### Routed metal, one colour a layer, run 1

(12 px per um) Only two layers are drawn.
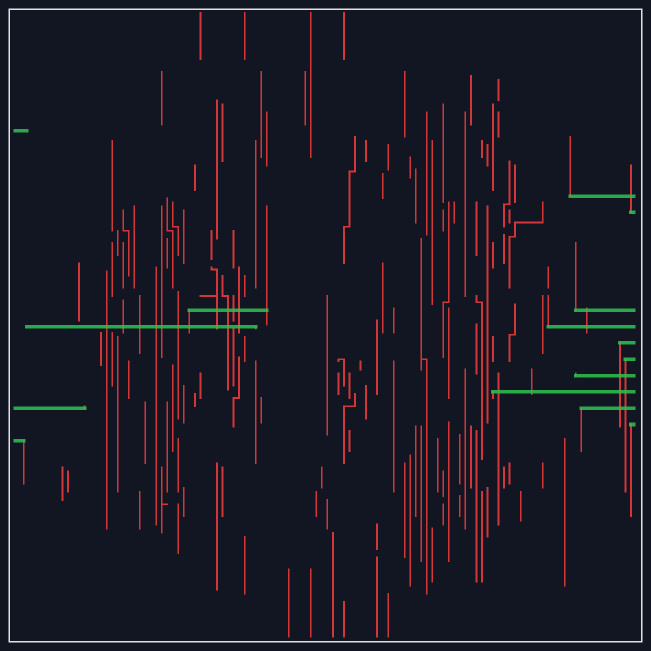
### Floorplan with the power grid, run 1

(10 px per um) Pins as bars on the die edge.
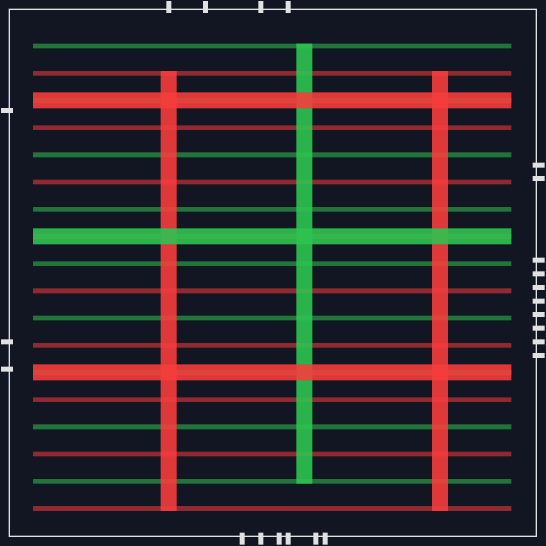
### Routing congestion map, run 1

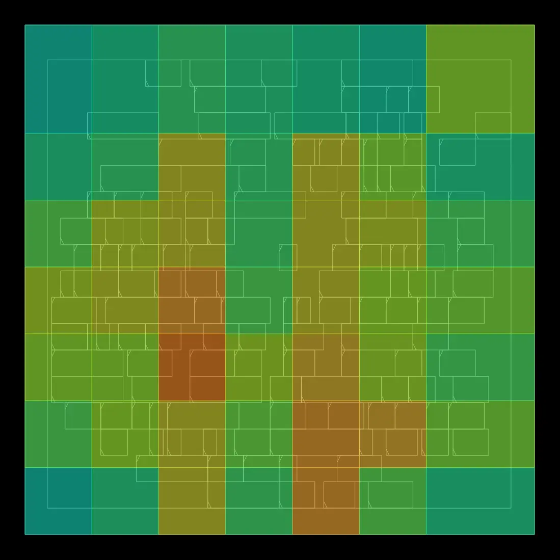
$ cat config.mk
export PLATFORM = sky130hd
export DESIGN_NAME = accum_seq_flat
export DESIGN_NICKNAME = d
export VERILOG_FILES = /design/src/rtl/accum_seq_pkg.sv /design/src/rtl/accum_seq_if.sv /design/src/rtl/hex7seg.sv /design/src/rtl/accum_seq.sv /design/src/flat_wrapper.sv
export SDC_FILE = /design/constraint.sdc
export NUM_CORES = 1
export LEC_CHECK = 0
export CAP_MARGIN = 40
export CORE_MARGIN = 2
export CORE_UTILIZATION = 40
export DETAILED_ROUTE_END_ITERATION = 6
export PLACE_DENSITY = 0.69
export SLEW_MARGIN = 20
export SYNTH_ARGS = -nofsm -noshare
export SYNTH_HDL_FRONTEND = slang
export SYNTH_SLANG_ARGS = --single-unit
$ cat constraint.sdc
create_clock -name Clock -period 2.6 [get_ports Clock]
set_input_delay 0.78 -clock Clock [delete_from_list [all_inputs] [get_ports Clock]]
set_output_delay 0.78 -clock Clock [all_outputs]
set_load 0.01 [all_outputs]
$ cat src/rtl/accum_seq_pkg.sv
// Shared constants and types for the accumulate-and-display sequencer.
package accum_seq_pkg;

    localparam int OPND_W = 3;
    localparam int CNT_W  = 2;
    // One extra bit so a Count of zero can stand for a full run of 2**CNT_W operands.
    localparam int REM_W  = CNT_W + 1;

    typedef enum logic [1:0] {
        ST_IDLE   = 2'd0,
        ST_ACCEPT = 2'd1,
        ST_DONE   = 2'd2
    } state_t;

    function automatic logic [REM_W-1:0] load_count(input logic [CNT_W-1:0] cnt);
        return (cnt == '0) ? REM_W'(1 << CNT_W) : {1'b0, cnt};
    endfunction

endpackage

$ cat src/rtl/accum_seq_if.sv
// Operand handshake, run control and result bus of the accumulate sequencer.
interface accum_seq_if;
    import accum_seq_pkg::*;

    logic [OPND_W-1:0] X;
    logic              Start;
    logic [CNT_W-1:0]  Count;
    logic              Valid;
    logic              Ready;
    logic              Busy;
    logic              Done;
    logic [OPND_W-1:0] Acc;
    logic              Ovf;
    logic [1:7]        leds;

    modport master (
        output X, Start, Count, Valid,
        input  Ready, Busy, Done, Acc, Ovf, leds
    );

    modport slave (
        input  X, Start, Count, Valid,
        output Ready, Busy, Done, Acc, Ovf, leds
    );

endinterface

$ cat src/rtl/hex7seg.sv
// Hex digit to active-low 7-segment pattern, segments a..g on bits 1..7.
// Latency: combinational.
// Backpressure: none.
module hex7seg (
    input  logic [3:0] hex,
    output logic [1:7] seg
);

    always_comb begin
        seg = 7'b1111111;
        case (hex)
            4'h0: seg = 7'b0000001;
            4'h1: seg = 7'b1001111;
            4'h2: seg = 7'b0010010;
            4'h3: seg = 7'b0000110;
            4'h4: seg = 7'b1001100;
            4'h5: seg = 7'b0100100;
            4'h6: seg = 7'b0100000;
            4'h7: seg = 7'b0001111;
            4'h8: seg = 7'b0000000;
            4'h9: seg = 7'b0000100;
            4'hA: seg = 7'b0001000;
            4'hB: seg = 7'b1100000;
            4'hC: seg = 7'b0110001;
            4'hD: seg = 7'b1000010;
            4'hE: seg = 7'b0110000;
            4'hF: seg = 7'b0111000;
            default: seg = 7'b1111111;
        endcase
    end

endmodule

$ cat src/rtl/accum_seq.sv
// Accumulates a run of Count operands modulo 8 with sticky carry, shows {Ovf,Acc} on a 7-seg digit.
// Latency: sum visible one cycle after the accepting edge; Done one cycle after the last accept.
// Backpressure: Ready high only in ACCEPT; Valid elsewhere is dropped, Valid low just stalls the run.
module accum_seq
    import accum_seq_pkg::*;
(
    input  logic        Clock,
    input  logic        Resetn,
    accum_seq_if.slave  bus
);

    state_t            state_q, state_d;
    logic [OPND_W-1:0] acc_q, acc_d;
    logic              ovf_q, ovf_d;
    logic [REM_W-1:0]  rem_q, rem_d;
    logic              accept;
    logic [OPND_W:0]   sum;

    always_ff @(posedge Clock) begin
        if (!Resetn) begin
            state_q <= ST_IDLE;
        end else begin
            state_q <= state_d;
        end
    end

    always_ff @(posedge Clock) begin
        if (!Resetn) begin
            acc_q <= '0;
            ovf_q <= 1'b0;
            rem_q <= '0;
        end else begin
            acc_q <= acc_d;
            ovf_q <= ovf_d;
            rem_q <= rem_d;
        end
    end

    assign accept = (state_q == ST_ACCEPT) && bus.Valid;
    assign sum    = {1'b0, acc_q} + {1'b0, bus.X};

    always_comb begin
        state_d = state_q;
        case (state_q)
            ST_IDLE:   if (bus.Start) state_d = ST_ACCEPT;
            ST_ACCEPT: if (accept && rem_q == REM_W'(1)) state_d = ST_DONE;
            ST_DONE:   state_d = ST_IDLE;
            default:   state_d = ST_IDLE;
        endcase
    end

    always_comb begin
        bus.Ready = (state_q == ST_ACCEPT);
        bus.Busy  = (state_q != ST_IDLE);
        bus.Done  = (state_q == ST_DONE);
    end

    // Start in IDLE takes priority; Valid is only meaningful in ACCEPT.
    always_comb begin
        acc_d = acc_q;
        ovf_d = ovf_q;
        rem_d = rem_q;
        if (state_q == ST_IDLE && bus.Start) begin
            acc_d = '0;
            ovf_d = 1'b0;
            rem_d = load_count(bus.Count);
        end else if (accept) begin
            acc_d = sum[OPND_W-1:0];
            ovf_d = ovf_q | sum[OPND_W];
            rem_d = rem_q - REM_W'(1);
        end
    end

    assign bus.Acc = acc_q;
    assign bus.Ovf = ovf_q;

    hex7seg u_hex7seg (
        .hex ({ovf_q, acc_q}),
        .seg (bus.leds)
    );

endmodule
$ cat src/flat_wrapper.sv
// flat-port wrapper written by rule: the top's interface ports become plain ports
module accum_seq_flat import accum_seq_pkg::*;
  (Clock, Resetn, bus_X, bus_Start, bus_Count, bus_Valid, bus_Ready, bus_Busy, bus_Done, bus_Acc, bus_Ovf, bus_leds);
  accum_seq_if bus_i ();
  input  logic Clock;
  input  logic Resetn;
  input wire logic [$bits(bus_i.X)-1:0] bus_X;
  input wire logic [$bits(bus_i.Start)-1:0] bus_Start;
  input wire logic [$bits(bus_i.Count)-1:0] bus_Count;
  input wire logic [$bits(bus_i.Valid)-1:0] bus_Valid;
  output wire logic [$bits(bus_i.Ready)-1:0] bus_Ready;
  output wire logic [$bits(bus_i.Busy)-1:0] bus_Busy;
  output wire logic [$bits(bus_i.Done)-1:0] bus_Done;
  output wire logic [$bits(bus_i.Acc)-1:0] bus_Acc;
  output wire logic [$bits(bus_i.Ovf)-1:0] bus_Ovf;
  output wire logic [$bits(bus_i.leds)-1:0] bus_leds;
  assign bus_i.X = bus_X;
  assign bus_i.Start = bus_Start;
  assign bus_i.Count = bus_Count;
  assign bus_i.Valid = bus_Valid;
  assign bus_Ready = bus_i.Ready;
  assign bus_Busy = bus_i.Busy;
  assign bus_Done = bus_i.Done;
  assign bus_Acc = bus_i.Acc;
  assign bus_Ovf = bus_i.Ovf;
  assign bus_leds = bus_i.leds;
  accum_seq u_core (.Clock(Clock), .Resetn(Resetn), .bus(bus_i));
endmodule
==> impl_metrics.tcl, run 1 <==
# implementation run metrics
set metrics [dict create \
    initialDrtViolationCount 8 \
    r2r_cells 7 \
    final_hold_viol_count 0 \
    synth_mux_share_pct 7.69 \
    power_leader "sequential cells" \
    hold_class "flip-flop to flip-flop" \
    grt_start_max_net_pins 10 \
    cellInternalPower_mw 0.416 \
    share_of_final_layout_cell_area_taken_by_clock_buffers_and_inverters_pct 2.69 \
    postCtsSetupRepairBufs 0 \
    synthesis.area_um2 943 \
    diodes 0 \
    post_synth_main_area_contributors "sky130_fd_sc_hd__dfxtp_1 (34%), sky130_fd_sc_hd__ha_1 (13%), sky130_fd_sc_hd__mux2i_1 (5.3%)" \
    cts_hold_buf 0 \
    run_status "complete, no violations" \
    drv_cap 0 \
    ff_count 16 \
    post_synth_most_frequent_cells "sky130_fd_sc_hd__dfxtp_1 (16), sky130_fd_sc_hd__ha_1 (10), sky130_fd_sc_hd__inv_1 (10)" \
    synth.cellmix.xorXnorShare_pct 3.71 \
    synth_seq_share_pct 34.0 \
    vias_per_cell 4.74 \
    fmax_mhz 394 \
    crit_path_leading_delay_family "buffers and inverters" \
    yosys_cell_count 97 \
    seq_cell_power_mw 0.267 \
    globalRoute.totalOverflow 0 \
    drcViolationCount 0 \
    timing.reg2reg.setup_slack_ps 350 \
    nMultiInputCombCells 64 \
    routed_length_on_met2_um 883 \
    num-clock-buffers 4 \
    tritoncts "yes" \
    critical-path-max-stage-delay_ps 470 \
    rsz0062_at_grt "no" \
    final_skew_ps 2.89 \
    tritoncts.num_buffers 3 \
    post_dp_cell_area_mm2 0.00130 \
    timing.critical_path.from_type "input pin" \
    post_synth_main_logic_family "simple AND/OR/NAND/NOR gates" \
    layout.nets 155 \
    largest_register_ff_count 7 \
    final-max-slew-violation-count 0 \
    setup.worst_path.class "input pin to flip-flop" \
    non_clock_inverter_count 11 \
    fp_util_pct 42.6 \
    topmost_layer_with_routed_signal_wires "met4" \
    grt_usage_pct 15.7 \
    final_layout_top_logic_cells "sky130_fd_sc_hd__clkdlybuf4s50_1 (20), sky130_fd_sc_hd__buf_4 (17), sky130_fd_sc_hd__dfxtp_1 (16)" \
    power.share.combinational_pct 22.4 \
    cts_repair_resize_count 7 \
    initial_antenna_violation_count 0 \
    post_synth_arst_share_pct 0 \
    buf_share_pct 25.3 \
    synthesis.nets 117 \
    worst_slew_margin_rel_pct 82.4 \
    area_growth_pct 43.0 \
    holdPathEnd "u_core.rem_q[1]$_SDFFE_PN0P_" \
    path_cells "clkdlybuf4s50_1, ha_1, xnor2_1, nand2_1, or3b_4, inv_8, mux4_2" \
    cp_data_required_time_ps 2760 \
    filler_cell_count 192 \
    critPathArrivalTime_ps 2700 \
    worst_pin_slew_ps 263 \
    routedLengthMet1_um 884 \
    seq_share_pct 23.7 \
    swShare_pct 24.7 \
    min_from "u_core.rem_q[1]$_SDFFE_PN0P_" \
    synth.top_cell.area_share_pct 34.0 \
    synth-edff-count 0 \
    cts.sink_count 16 \
    lay_top_count "sky130_fd_sc_hd__clkdlybuf4s50_1" \
    gp_congestion 0.839 \
    clk_pin_slew_worst_paths_ps 90 \
    biggestCellCategory "combinational gates" \
    layout.area.seq_um2 320 \
    setup.worst_path.end_class "flip-flop" \
    p_clk_share_pct 29.2 \
    synth.cellmix.adderShare_pct 15.4 \
    synth_area_per_cell_um2 9.73 \
    final.min_clock_period_ps 2540 \
    io_pins 23 \
    post-place-ws_ps -600 \
    ant_nets 0 \
    clockRootBuffer "sky130_fd_sc_hd__clkbuf_4" \
    place.detailed.instances 157 \
    leakagePower_nw 0.635 \
    final_cells 162 \
    timing.rr.start "u_core.bus.Acc[0]$_SDFFE_PP0N_" \
    post_route_cells_drive_above_1_share_pct 25.4 \
    simple_gate_share_pct 19.1 \
    aoi_share_pct 10.5 \
    timing.critical_path.buf_inv 2 \
    min_period_over_period_pct 97.7 \
    global_route_wire_length_before_repair_mm 3.18 \
    critical_path.slowest_cell "sky130_fd_sc_hd__mux4_2" \
    finalSetupTns_ps 0 \
    reg2reg_to "u_core.u_hex7seg.seg[4]$_DFF_P_" \
    top_area_cell "sky130_fd_sc_hd__dfxtp_1" \
    die_area_mm2 0.00276 \
    routed-wl-met3_um 73 \
    power_mw 0.553 \
    htree_levels 1 \
    ys.flop_type "sky130_fd_sc_hd__dfxtp_1" \
    grt.met3_usage_pct 2.86 \
    postSynthRegisterBits 16 \
    stdcell_area_mm2 0.00135 \
    setup_violations 0 \
    place.detailed.hpwl_mm 1.49 \
    crit_start "bus_X[2]" \
]
-- 'Routed metal, one colour a layer' (at the start) --
Key: metal 3 = green [wire length 73.4 um]; metal 2 = red [wire length 883 um]
number of vias in the routed layout: 768
total wire length: 1.86 mm
Routed wire per std cell: 11.5 um

-- 'Floorplan with the power grid' (at the start) --
Key: VDD = green; VSS = red
23 signal pins sit on the boundary. The core has 17 rows.
core area: 0.00221 mm2
Chip Height: 52.6 um
overall die width: 52.6 um
peak supply drop: 0.268 mV

-- 'Routing congestion map' (at the start) --
post-route core utilization: 61.0%
met1 routing resource usage after global routing: 17.9%
global-route track usage on met2: 28.3%
global routing's busiest layer: met2

==> inputs of run 2 (changes only) <==
--- a/config.mk
+++ b/config.mk
@@ -9,7 +9,8 @@
 export CORE_MARGIN = 2
 export CORE_UTILIZATION = 40
 export DETAILED_ROUTE_END_ITERATION = 6
-export PLACE_DENSITY = 0.69
+export DONT_BUFFER_PORTS = 1
+export GPL_TIMING_DRIVEN = 0
 export SLEW_MARGIN = 20
 export SYNTH_ARGS = -nofsm -noshare
 export SYNTH_HDL_FRONTEND = slang
==> run 2 against run 1 <==
  * Via count decreased by 14%
  * Clock skew increased by 2.7 ps
  * Register-to-register slack got worse by 120 ps
  * Critical path type unchanged
  * Largest power group unchanged
==> impl_metrics.tcl, run 2 <==
# implementation run metrics
set metrics [dict create \
    run_status "complete, no violations" \
    finalSetupTns_ps 0 \
    ant_nets 0 \
    post_synth_main_area_contributors "sky130_fd_sc_hd__dfxtp_1 (34%), sky130_fd_sc_hd__ha_1 (13%), sky130_fd_sc_hd__mux2i_1 (5.3%)" \
    synth_dominant_cell_count "sky130_fd_sc_hd__dfxtp_1" \
    synth-edff-count 0 \
    setup_violations 0 \
    critical-path-max-stage-delay_ps 460 \
    drv_cap 0 \
    core-area_mm2 0.00221 \
    setup.worst_path.class "input pin to flip-flop" \
    ys.flop_type "sky130_fd_sc_hd__dfxtp_1" \
    reg2reg_to "u_core.u_hex7seg.seg[4]$_DFF_P_" \
    power.share.combinational_pct 16.1 \
    topmost_layer_with_routed_signal_wires "met4" \
    worst_slew_margin_rel_pct 73.6 \
    post-place-ws_ps -165 \
    comb_power_mw 0.0767 \
    stdcell_area_mm2 0.00104 \
    cts_repair_resize_count 0 \
    layout.area.seq_um2 320 \
    num-clock-buffers 3 \
    place.detailed.hpwl_mm 1.24 \
    final_layout_top_logic_cells "sky130_fd_sc_hd__dfxtp_1 (16), sky130_fd_sc_hd__inv_1 (9), sky130_fd_sc_hd__ha_1 (8)" \
    chipWidth_um 52.6 \
    crit_start "bus_Start" \
    comb_area_share_pct 53.7 \
    buf_share_pct 5.07 \
    timing.rr.start "u_core.bus.Acc[0]$_SDFFE_PP0N_" \
    synth.cellmix.xorXnorShare_pct 3.71 \
    diodes 0 \
    post_synth_most_frequent_cells "sky130_fd_sc_hd__dfxtp_1 (16), sky130_fd_sc_hd__ha_1 (10), sky130_fd_sc_hd__inv_1 (10)" \
    synthesis.nets 117 \
    final.min_clock_period_ps 2440 \
    routed_length_on_met2_um 749 \
    critPathArrivalTime_ps 2610 \
    seq_share_pct 30.9 \
    yosysChipArea_um2 943 \
    hold_class "flip-flop to flip-flop" \
    tritoncts "yes" \
    power_leader "sequential cells" \
    vias_per_cell 5.17 \
    vias 662 \
    setup.worst_path.end "u_core.u_hex7seg.seg[4]$_DFF_P_" \
    timing.critical_path.buf_inv 3 \
    setup.worst_path.end_class "flip-flop" \
    global_route_wire_length_before_repair_mm 2.78 \
    min_from "u_core.rem_q[1]$_SDFFE_PN0P_" \
    cellInternalPower_mw 0.352 \
    final-max-slew-violation-count 0 \
    finish.utilization_pct 46.8 \
    synth_mux_share_pct 7.69 \
    aoi_share_pct 10.5 \
    post_synth_arst_share_pct 0 \
    place.detailed.instances 125 \
    area_growth_pct 9.81 \
    cts_hold_buf 0 \
    grt_util_met2_pct 22.9 \
    path_cells "or3b_1, buf_6, nand2_4, or2_1, clkbuf_1, inv_1, ha_1, mux4_2" \
    synth_seq_share_pct 34.0 \
    drt_wl_total_mm 1.59 \
    clockRootBuffer "sky130_fd_sc_hd__clkbuf_4" \
    routed-wl-met3_um 89 \
    final_hold_viol_count 0 \
    yosys_cell_count 97 \
    power_mw 0.477 \
    die_area_mm2 0.00276 \
    seq_cell_power_mw 0.272 \
    initialDrtViolationCount 4 \
    biggestCellCategory "combinational gates" \
    largest_register_ff_count 7 \
    synthesis.area_um2 943 \
    crit_path_leading_delay_family "buffers and inverters" \
    power_consumed_by_the_clock_network_mw 0.128 \
    globalRoute.totalOverflow 0 \
    clock_tree.buffer_depth 2 \
    top_area_cell "sky130_fd_sc_hd__dfxtp_1" \
    nMultiInputCombCells 64 \
    critical_path.slowest_cell "sky130_fd_sc_hd__mux4_2" \
    initial_antenna_violation_count 0 \
    final_skew_ps 5.60 \
    filler_cell_count 230 \
    share_of_final_layout_cell_area_taken_by_clock_buffers_and_inverters_pct 2.17 \
    postCtsSetupRepairBufs 0 \
    worst_pin_slew_ps 397 \
    vdd_drop_max_mv 0.237 \
    swShare_pct 26.2 \
    io_pins 23 \
    fmax_mhz 410 \
    post_dp_cell_area_mm2 0.00101 \
    grt.met1_usage_pct 15.8 \
    fp_util_pct 42.6 \
    grt.met3_usage_pct 4.57 \
    drcViolationCount 0 \
    post_synth_main_logic_family "simple AND/OR/NAND/NOR gates" \
    synth.cellmix.adderShare_pct 15.4 \
    gp_congestion 0.732 \
    grt_most_used_layer "met2" \
    simple_gate_share_pct 19.1 \
    non_clock_inverter_count 11 \
    cp_data_required_time_ps 2770 \
    grt_start_max_net_pins 11 \
    grt_pass1_vias 678 \
    timing.reg2reg.setup_slack_ps 230 \
    holdPathEnd "u_core.rem_q[1]$_SDFFE_PN0P_" \
    layout_setup_ws_ps 161 \
    htree_levels 1 \
    die-height_um 52.6 \
    tritoncts.num_buffers 3 \
    cts.sink_count 16 \
    detail_route.first_pass.iterations 3 \
    routedLengthMet1_um 731 \
    leakagePower_nw 0.495 \
    synth_area_per_cell_um2 9.73 \
    tool_warnings 32 \
    postSynthRegisterBits 16 \
    grt_usage_pct 13.8 \
    final_cells 128 \
    ff_count 16 \
    timing.critical_path.from_type "input pin" \
    lay_top_count "sky130_fd_sc_hd__dfxtp_1" \
    r2r_cells 8 \
    wl_per_cell_um 12.4 \
    synth.top_cell.area_share_pct 34.0 \
    post_route_cells_drive_above_1_share_pct 16.0 \
    clk_pin_slew_worst_paths_ps 90 \
    min_period_over_period_pct 93.8 \
    p_clk_share_pct 26.9 \
    layout.nets 122 \
    source_to_sink_clock_delay_at_the_later_pin_of_the_worst_skew_pair_ps 280 \
    rsz0062_at_grt "no" \
]
### Routed metal, one colour a layer, run 2

(12 px per um) Only two layers are drawn.
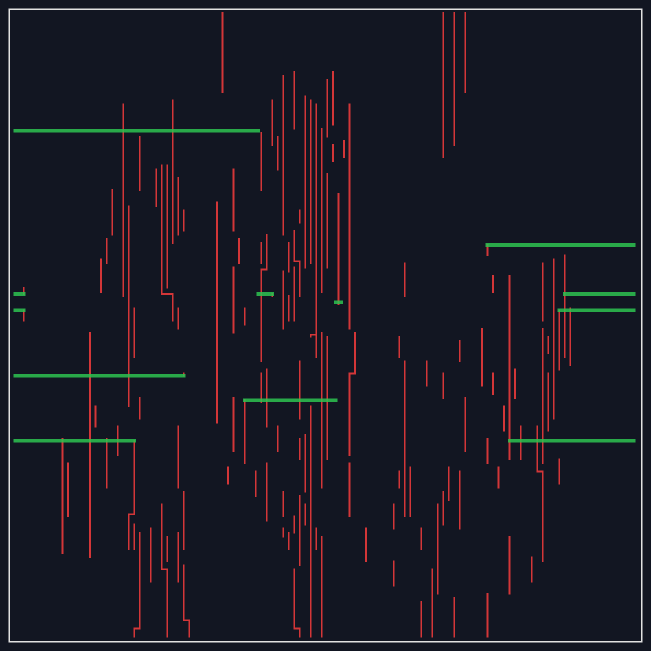
Key: metal 3 = green [wire length 89.0 um]; metal 2 = red [wire length 750 um]

==> inputs of run 3 (changes only) <==
--- a/config.mk
+++ b/config.mk
@@ -7,10 +7,11 @@
 export LEC_CHECK = 0
 export CAP_MARGIN = 40
 export CORE_MARGIN = 2
-export CORE_UTILIZATION = 40
+export CORE_UTILIZATION = 44
 export DETAILED_ROUTE_END_ITERATION = 6
 export DONT_BUFFER_PORTS = 1
 export GPL_TIMING_DRIVEN = 0
+export MAX_ROUTING_LAYER = met4
 export SLEW_MARGIN = 20
 export SYNTH_ARGS = -nofsm -noshare
 export SYNTH_HDL_FRONTEND = slang
### Routing congestion map, run 3

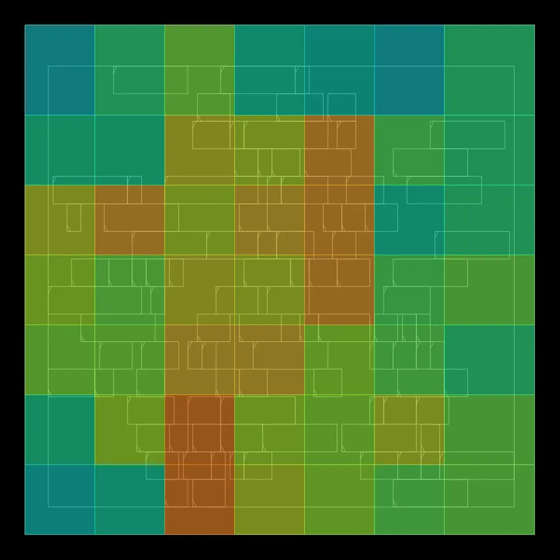
Global Route met3 Usage: 4.17%
post-route core utilization: 52.4%
All-Layer GR Usage: 15.3%
met1 routing resource usage after global routing: 18.9%

==> run 3 against run 2 <==
  * Global-route usage grew 1.5 points
  * First-iteration DRC count fell by 25%
  * Setup slack worse by 45 ps
  * Die size down 8.4%
  * Hold slack improved by 30 ps
  * Flip-flop count unchanged
  * Sequential share of layout area shrank 0.37 points
  * Critical path type unchanged
  * Highest routed layer unchanged
==> impl_metrics.tcl, run 3 <==
# implementation run metrics
set metrics [dict create \
    io_pins 23 \
    layout.area.seq_um2 320 \
    final_skew_ps 3.74 \
    crit_start "bus_Start" \
    initial_antenna_violation_count 0 \
    worst_pin_slew_ps 431 \
    synth_seq_share_pct 34.0 \
    layout_setup_ws_ps 116 \
    source_to_sink_clock_delay_at_the_later_pin_of_the_worst_skew_pair_ps 290 \
    area_growth_pct 11.1 \
    chipWidth_um 50.3 \
    routed-wl-met3_um 75 \
    final_layout_top_logic_cells "sky130_fd_sc_hd__dfxtp_1 (16), sky130_fd_sc_hd__inv_1 (9), sky130_fd_sc_hd__ha_1 (8)" \
    clockRootBuffer "sky130_fd_sc_hd__clkbuf_4" \
    wl_per_cell_um 13.2 \
    final.min_clock_period_ps 2480 \
    power_mw 0.515 \
    stdcell_area_mm2 0.00105 \
    finalSetupTns_ps 0 \
    post_synth_main_area_contributors "sky130_fd_sc_hd__dfxtp_1 (34%), sky130_fd_sc_hd__ha_1 (13%), sky130_fd_sc_hd__mux2i_1 (5.3%)" \
    buf_share_pct 5.01 \
    cts.sink_count 16 \
    post_synth_most_frequent_cells "sky130_fd_sc_hd__dfxtp_1 (16), sky130_fd_sc_hd__ha_1 (10), sky130_fd_sc_hd__inv_1 (10)" \
    grt_start_max_net_pins 11 \
    vdd_drop_max_mv 0.244 \
    comb_power_mw 0.0775 \
    clock_tree.buffer_depth 2 \
    die_area_mm2 0.00253 \
    comb_area_share_pct 53.1 \
    power_consumed_by_the_clock_network_mw 0.166 \
    synth-edff-count 0 \
    topmost_layer_with_routed_signal_wires "met4" \
    setup.worst_path.end_class "flip-flop" \
    critical_path.slowest_cell "sky130_fd_sc_hd__mux4_2" \
    crit_path_leading_delay_family "buffers and inverters" \
    lay_top_count "sky130_fd_sc_hd__dfxtp_1" \
    run_status "complete, no violations" \
    final_hold_viol_count 0 \
    setup.worst_path.class "input pin to flip-flop" \
    gp_congestion 0.767 \
    critPathArrivalTime_ps 2660 \
    clk_pin_slew_worst_paths_ps 100 \
    timing.critical_path.from_type "input pin" \
    synth_area_per_cell_um2 9.73 \
    timing.reg2reg.setup_slack_ps 190 \
    drv_cap 0 \
    biggestCellCategory "combinational gates" \
    seq_cell_power_mw 0.272 \
    initialDrtViolationCount 3 \
    synthesis.area_um2 943 \
    r2r_cells 8 \
    timing.critical_path.buf_inv 3 \
    seq_share_pct 30.5 \
    path_cells "or3b_1, buf_6, nand2_4, or2_1, clkbuf_1, inv_1, ha_1, mux4_2" \
    aoi_share_pct 10.5 \
    synthesis.nets 117 \
    synth.cellmix.adderShare_pct 15.4 \
    postSynthRegisterBits 16 \
    nMultiInputCombCells 64 \
    top_area_cell "sky130_fd_sc_hd__dfxtp_1" \
    post_dp_cell_area_mm2 0.00101 \
    tool_warnings 32 \
    post_synth_arst_share_pct 0 \
    grt_most_used_layer "met2" \
    synth.cellmix.xorXnorShare_pct 3.71 \
    min_period_over_period_pct 95.5 \
]

==> gallery <==
Clock distribution.
(12 px per um)
Plate I
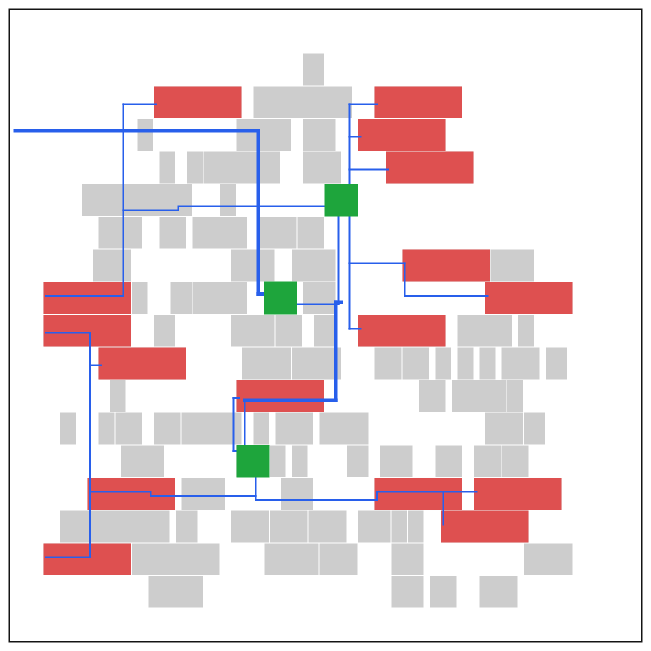
Plate II
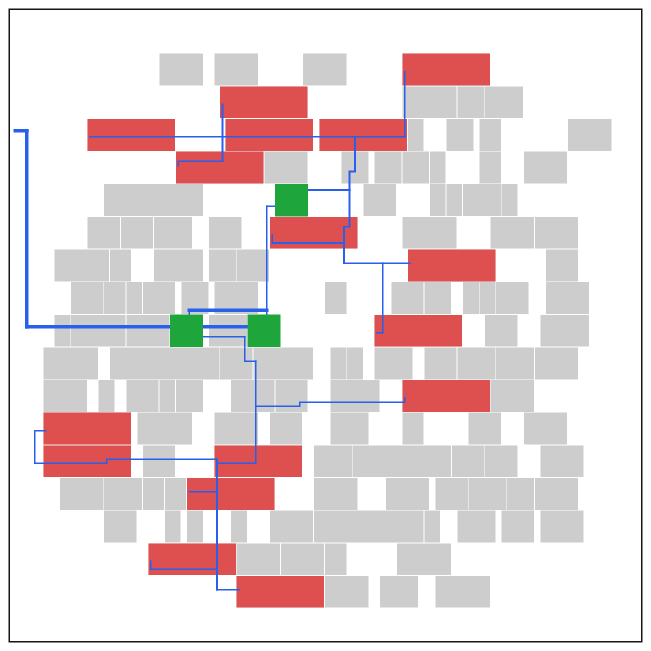
Plate III
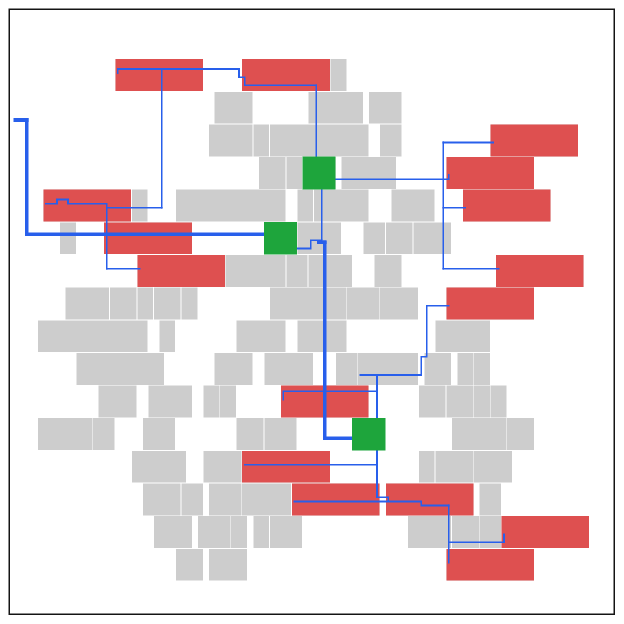
| from | picture |
|---|---|
| run 3 | Plate III |
| run 2 | Plate I |
| run 1 | Plate II |

Key to Plate I:
Key: clock wires = blue [length 228 um]; clock drivers = green [count 3]; flip-flops = red [count 16]
There are 4 routed clock nets.

No activity file was given, so power comes from the tool's default toggle rates.
